==> config.mk <==
export PLATFORM = sky130hd
export DESIGN_NAME = hexdisplay_scan
export DESIGN_NICKNAME = d
export VERILOG_FILES = /design/src/rtl/hexdisplay_scan.sv
export SDC_FILE = /design/constraint.sdc
export NUM_CORES = 1
export LEC_CHECK = 0
export CORE_MARGIN = 5
export CORE_UTILIZATION = 35
export CTS_BUF_LIST = sky130_fd_sc_hd__clkbuf_8
export DETAILED_ROUTE_END_ITERATION = 12
export GPL_TIMING_DRIVEN = 0
export HOLD_SLACK_MARGIN = 0.1
export PLACE_DENSITY = 0.58
export SLEW_MARGIN = 0
export SYNTH_ARGS = -nofsm -noshare
export SYNTH_HDL_FRONTEND = slang
export SYNTH_SLANG_ARGS = --single-unit
==> constraint.sdc <==
create_clock -name clk -period 5.1 [get_ports clk]
set_clock_uncertainty 0.2 [all_clocks]
set_input_delay 1.02 -clock clk [delete_from_list [all_inputs] [get_ports clk]]
set_output_delay 1.02 -clock clk [all_outputs]
set_load 0.05 [all_outputs]
Fig. 1: clock routing
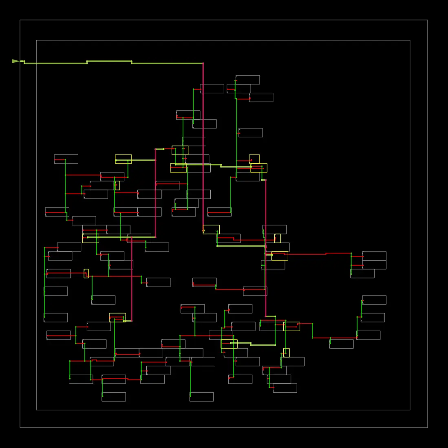
clk pwr: 407 µW
# clk buffers: 10

Fig. 2: pin placement
Bar = 50 µm. Pins as bars across the die edge, other pins in gray.
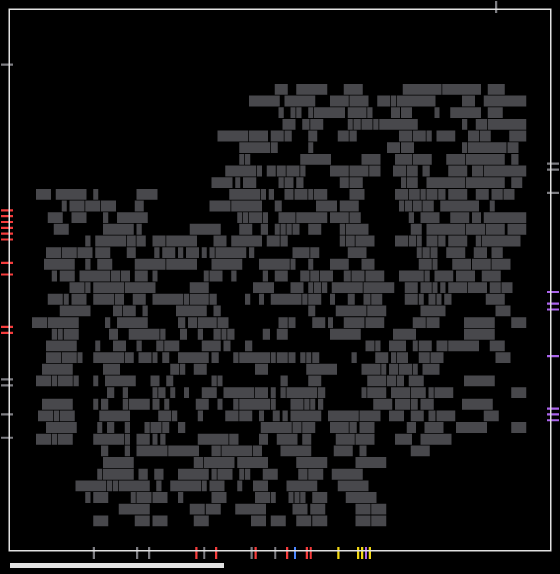
legend:
  yellow:
    port: anode
    pins: 4
    direction: output
    edge: bottom
  blue:
    port: frame_tick
    pins: 1
    direction: output
    edge: bottom
  purple:
    port: catode
    pins: 8
    direction: output
    edge: 7 right, 1 bottom
  red:
    port: data
    pins: 16
    direction: input
    edge: 10 left, 6 bottom
I/O Buffers: 41
Die Span Y: 126 µm
Chip Width: 126 µm

Fig. 3: a small window of the routed layout
Bar = 20 µm. Window x 38 to 88, y 63 to 113 µm. Cells in gray, sequential cells in the stronger gray; small squares are vias.
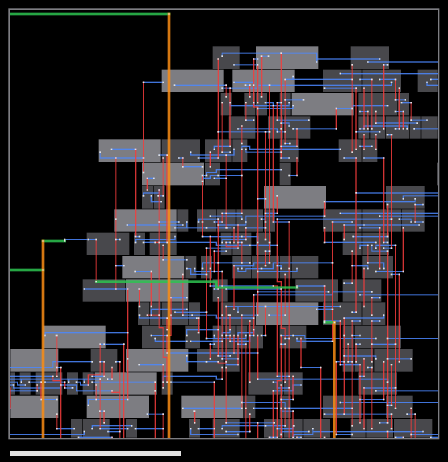
legend:
  orange:
    layer: met4
  blue:
    layer: met1
  red:
    layer: met2
  green:
    layer: met3
sequential cells in the window: 18
most frequent: nor2_1 (18), dfxtp_1 (18), ha_1 (13)
cells with their middle in the window: 119

Fig. 4: where the registers sit
Bar = 50 µm. Other sequential cells in the stronger gray, the rest of the logic in the fainter gray.
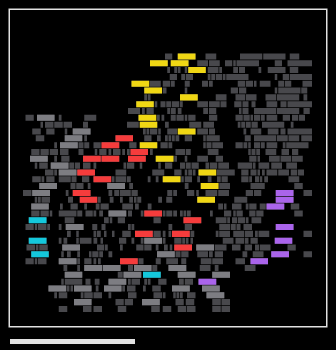
legend:
  yellow:
    signal: cnt
    flops: 17
  cyan:
    signal: shadow_en
    flops: 4
    where: bottom left
  purple:
    signal: catode
    flops: 8
  red:
    signal: act_data
    flops: 16
not colored: 35
register area: 1600 µm²
P_seq: 648 µW
post-layout util: 44.2%
fraction of area in registers: 27.5%

Fig. 5: M1 wires
Bar = 50 µm.
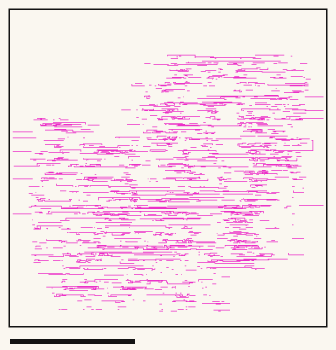
wire length on this layer: 4810 µm
nets with wire on the layer: 612
via count: 3658
met1 GRT Util: 16.2%
detailed-route wire length: 10000 µm

==> flow_summary.json <==
{
  "switching_power_uw": 401,
  "postSynthCellCount": 516,
  "pin_count": 44,
  "met2_usage_pct": 20.9,
  "first_pass_iters": 4,
  "yosys-top-cells-count": "dfxtp_1, ha_1, nor2_1",
  "outcome": "finished, final reports clean",
  "cpMostUsedCell": "ha_4",
  "total_power_mw": 1.39,
  "grt_pass1_wl_um": 16900,
  "synth_seq_share_pct": 34.0,
  "clock.latency.late_pin_ps": 360,
  "place_ws_ps": -1200,
  "first_global_vias": 3649,
  "final_nets": 668,
  "clock-sinks": 80,
  "wl_per_cell_um": 13.2,
  "slew_viol_final": 0,
  "post_cts_buffers": 8,
  "ys_cells": 516,
  "antenna_found_initial": 0
}
Power and IR drop assume default switching activity.
